`src/rtl/mem_port_arbiter.sv`:
```
`default_nettype none
// ============================================================================
// Module   : mem_port_arbiter
// Purpose  : Shares one four-lane (4 x 8-bit) RAM between the CPU fetch port
//            and its load/store port. Round-robin arbitration, store byte
//            enables with lane replication, load lane extraction with
//            sign/zero extension, misaligned/illegal access flagging.
// Ports    : clk_in, reset (async, active-low)
//            if_req/if_addr -> if_ack/if_rdata        fetch port
//            d_req/d_we/d_size/d_sext/d_addr/d_wdata
//                           -> d_ack/d_err/d_rdata    load/store port
//            ram_en/ram_we/ram_addr/ram_wdata <- ram_rdata  RAM side
// Revision : 1.0  initial release
// ============================================================================
module mem_port_arbiter #(
  parameter int ADDR_W = 11
) (
  input  logic              clk_in,
  input  logic              reset,
  input  logic              if_req,
  input  logic [31:0]       if_addr,
  output logic              if_ack,
  output logic [31:0]       if_rdata,
  input  logic              d_req,
  input  logic              d_we,
  input  logic [1:0]        d_size,
  input  logic              d_sext,
  input  logic [31:0]       d_addr,
  input  logic [31:0]       d_wdata,
  output logic              d_ack,
  output logic              d_err,
  output logic [31:0]       d_rdata,
  output logic              ram_en,
  output logic [3:0]        ram_we,
  output logic [ADDR_W-1:0] ram_addr,
  output logic [31:0]       ram_wdata,
  input  logic [31:0]       ram_rdata
);

  typedef enum logic [1:0] {
    IDLE    = 2'd0,
    IF_WAIT = 2'd1,
    D_WAIT  = 2'd2
  } state_t;

  localparam logic c_LAST_DATA  = 1'b1;
  localparam logic c_LAST_FETCH = 1'b0;

  state_t      r_state;
  state_t      w_next_state;
  logic        r_last;       // port granted most recently
  logic [1:0]  r_lane;       // captured d_addr[1:0]
  logic [1:0]  r_size;
  logic        r_sext;
  logic        r_err;
  logic        r_we;

  logic        w_grant_if;
  logic        w_grant_d;
  logic        w_misaligned;
  logic [3:0]  w_be;
  logic [31:0] w_wdata_rep;
  logic [7:0]  w_byte;
  logic [15:0] w_half;
  logic [31:0] w_load;

  // Word-address wrap: the bits above the RAM range and the fetch byte
  // offset are intentionally ignored.
  logic w_unused;
  assign w_unused = ^{if_addr[1:0], if_addr[31:ADDR_W+2], d_addr[31:ADDR_W+2]};

  // Misalignment check and store lane steering.
  always_comb begin
    w_misaligned = 1'b0;
    w_be         = 4'b1111;
    w_wdata_rep  = d_wdata;
    case (d_size)
      2'b00: begin
        w_be        = 4'b0001 << d_addr[1:0];
        w_wdata_rep = {4{d_wdata[7:0]}};
      end
      2'b01: begin
        w_misaligned = d_addr[0];
        w_be         = d_addr[1] ? 4'b1100 : 4'b0011;
        w_wdata_rep  = {2{d_wdata[15:0]}};
      end
      2'b10: begin
        w_misaligned = |d_addr[1:0];
      end
      default: begin
        w_misaligned = 1'b1;
      end
    endcase
  end

  // Next-state, grant and RAM/ack outputs.
  always_comb begin
    w_next_state = r_state;
    w_grant_if   = 1'b0;
    w_grant_d    = 1'b0;
    ram_en       = 1'b0;
    ram_we       = 4'b0000;
    ram_addr     = '0;
    ram_wdata    = '0;
    if_ack       = 1'b0;
    d_ack        = 1'b0;
    case (r_state)
      IDLE: begin
        // On a tie the port that did not win last time gets the RAM.
        if (if_req && (!d_req || (r_last == c_LAST_DATA))) begin
          w_grant_if   = 1'b1;
          w_next_state = IF_WAIT;
          ram_en       = 1'b1;
          ram_addr     = if_addr[ADDR_W+1:2];
        end else if (d_req) begin
          w_grant_d    = 1'b1;
          w_next_state = D_WAIT;
          // A misaligned request still consumes the grant but never
          // touches the RAM.
          if (!w_misaligned) begin
            ram_en   = 1'b1;
            ram_addr = d_addr[ADDR_W+1:2];
            if (d_we) begin
              ram_we    = w_be;
              ram_wdata = w_wdata_rep;
            end
          end
        end
      end
      IF_WAIT: begin
        if_ack       = 1'b1;
        w_next_state = IDLE;
      end
      D_WAIT: begin
        d_ack        = 1'b1;
        w_next_state = IDLE;
      end
      default: begin
        w_next_state = IDLE;
      end
    endcase
    // The RAM side is combinational from the requests, so it must be
    // forced quiet while reset is held.
    if (!reset) begin
      ram_en    = 1'b0;
      ram_we    = 4'b0000;
      ram_addr  = '0;
      ram_wdata = '0;
    end
  end

  // Load lane extraction from the word returned by the RAM.
  always_comb begin
    w_byte = ram_rdata[{r_lane, 3'b000} +: 8];
    w_half = r_lane[1] ? ram_rdata[31:16] : ram_rdata[15:0];
    case (r_size)
      2'b00:   w_load = {{24{r_sext & w_byte[7]}}, w_byte};
      2'b01:   w_load = {{16{r_sext & w_half[15]}}, w_half};
      default: w_load = ram_rdata;
    endcase
  end

  assign if_rdata = if_ack ? ram_rdata : 32'd0;
  assign d_err    = d_ack & r_err;
  assign d_rdata  = (d_ack && !r_err && !r_we) ? w_load : 32'd0;

  always_ff @(posedge clk_in or negedge reset) begin
    if (!reset) begin
      r_state <= IDLE;
      r_last  <= c_LAST_DATA;
      r_lane  <= 2'b00;
      r_size  <= 2'b00;
      r_sext  <= 1'b0;
      r_err   <= 1'b0;
      r_we    <= 1'b0;
    end else begin
      r_state <= w_next_state;
      if (w_grant_if) begin
        r_last <= c_LAST_FETCH;
      end else if (w_grant_d) begin
        r_last <= c_LAST_DATA;
        r_lane <= d_addr[1:0];
        r_size <= d_size;
        r_sext <= d_sext;
        r_err  <= w_misaligned;
        r_we   <= d_we;
      end
    end
  end

endmodule
`default_nettype wire
```
`config.mk`:
```
export PLATFORM = sky130hd
export DESIGN_NAME = mem_port_arbiter
export DESIGN_NICKNAME = d
export VERILOG_FILES = /design/src/rtl/mem_port_arbiter.sv
export SDC_FILE = /design/constraint.sdc
export NUM_CORES = 1
export LEC_CHECK = 0
export ABC_CLOCK_PERIOD_IN_PS = 3200
export CAP_MARGIN = 20
export CORE_AREA = 2 2 97 99
export CTS_CLUSTER_SIZE = 30
export DETAILED_ROUTE_END_ITERATION = 8
export DIE_AREA = 0 0 99 101
export PLACE_DENSITY = 0.71
export SETUP_SLACK_MARGIN = 0.1
export SLEW_MARGIN = 10
export SYNTH_ARGS = -nofsm -noshare
export SYNTH_HDL_FRONTEND = slang
export SYNTH_SLANG_ARGS = --single-unit
```
`constraint.sdc`:
```
create_clock -name clk_in -period 3.2 [get_ports clk_in]
set_input_delay 0.96 -clock clk_in [delete_from_list [all_inputs] [get_ports clk_in]]
set_output_delay 0.96 -clock clk_in [all_outputs]
set_load 0.05 [all_outputs]
```
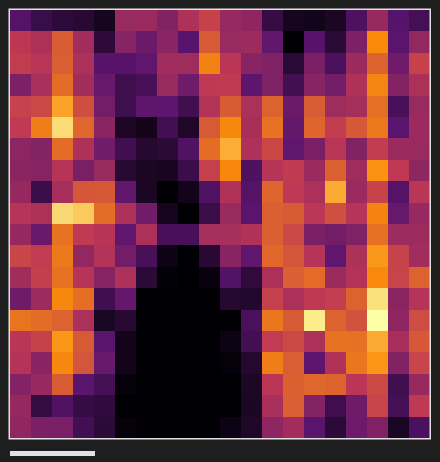
(wiring heat map)
Scale bar: 20 µm. 20 x 20 tiles, from black (low) to pale yellow (high), scaled to the fullest tile. Values are wire area over tile area, all layers added.
11% of the tiles are nearly empty. The mean over all tiles is 0.20. 29% of the tiles are over half the peak. The fullest tile reaches 0.55. The emptiest ninth of the die: bottom centre.

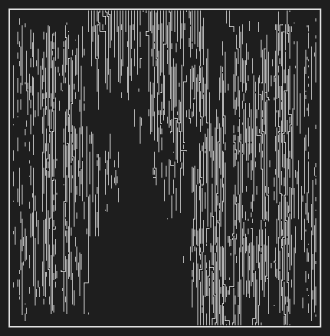
(met2 routing)
The layer holds 54% of the routed length. The wires run mostly vertical. The longest straight run is 51.7 µm.

==> Slide: Implementation Results <==
Physical Implementation Snapshot

Logic synthesis
  • Synth async-reset ratio: 100%
  • Max-area cell share: between 10% and 20%
  • Syn Inst Count: between 300 and 400
  • Syn_area_per_cell: about 6.3 µm²
  • EDFF count, synth: 0
  • Yosys warning tally: 0
  • Floorplan Nets: 452
  • Main flop type: dfrtp_1
  • Yosys cell types: 34
  • Ys cells: 316

Final timing
  • Final setup vio count: 16
  • Unrepaired setup endpoints after global routing: true
  • Period utilization: 102%
  • Achievable Freq: 307 MHz
  • Worst Tran Pin Value: ~0.53 ns
  • Setup TNS: -0.614 ns
  • WHS: between 0.4 and 0.5 ns
  • Final WS setup: -0.0521 ns

Routing
  • DR WL/cell: between 15 and 20 µm
  • Drt first pass iters: 4
  • Final ANT Viol Nets: 0
  • Total vias in the final route: about 3500
  • Initial drt markers: around 88
  • Wire length on met2: between 6000 and 7000 µm

Worst setup path
  • Buf+Inv Stages, Crit Path: 4
  • R2r setup slk: 1.86 ns
  • Critical Path End: d_rdata[26]
  • CP max stage cell: mux2_4
  • RR Endpoint: r_err

Clock tree
  • Insertion Delay late pin: roughly 0.24 ns
  • Clk root buf: clkbuf_8
  • Cts bufs inserted: 3

Floorplanning
  • Core Util at FP: 22.2%
  • Core Area: 8980 µm²
  • Die area: roughly 10000 µm²

Power
  • P_clk: between 100 and 150 µW
  • Power, Total: 2810 µW
  • Logic pwr share: between 80% and 90%
  • Maximum VDD drop: roughly 0.27 mV
  • Net Switching: about 1400 µW
  • Power Density: approximately 420 nW/µm²

Global route
  • GRT Total Usage: between 20% and 30%
  • Largest net degree at the start of global routing: 34
  • Busiest grt layer: met2
  • Vias in the first global route: 3744

Placed design
  • DP HPWL: ~9400 µm
  • Port bufs: about 210
  • Placed Cells: 677

Cells and area
  • Final Net Count: a little over 700

Outcome
  • Status: complete, but fails checks
  • Failing checks: setup timing

Hold path
  • Worst Hold Class: reg2reg
==> final cells by class <==
class	instances	area (µm²)
fill	576	2350
tap	111	139
inverter	13	48.8
sequential	10	251
multi-input combinational	268	2300
clock buffer	4	45.0
timing repair buffer	289	3840
==> sequential cells by signal, indices dropped and copies added, names as in the netlist <==
| signal | flops |
|---|---|
| r_sext | 1 |
| r_size | 2 |
| r_lane | 2 |
| r_err | 1 |
| r_state | 2 |
| r_we | 1 |
| r_last | 1 |
==> kinds of logic (layout without fill, tap and decap cells) <==
kind of cell | Yosys count | in the layout | share of synthesized area, %
buf+inv | 38 | 306 | 8.23
flops | 10 | 10 | 12.6
simple gates | 167 | 167 | 40.2
mux | 25 | 25 | 13.1
compound gates | 76 | 76 | 25.8
No activity file was given, so power comes from the tool's default toggle rates.
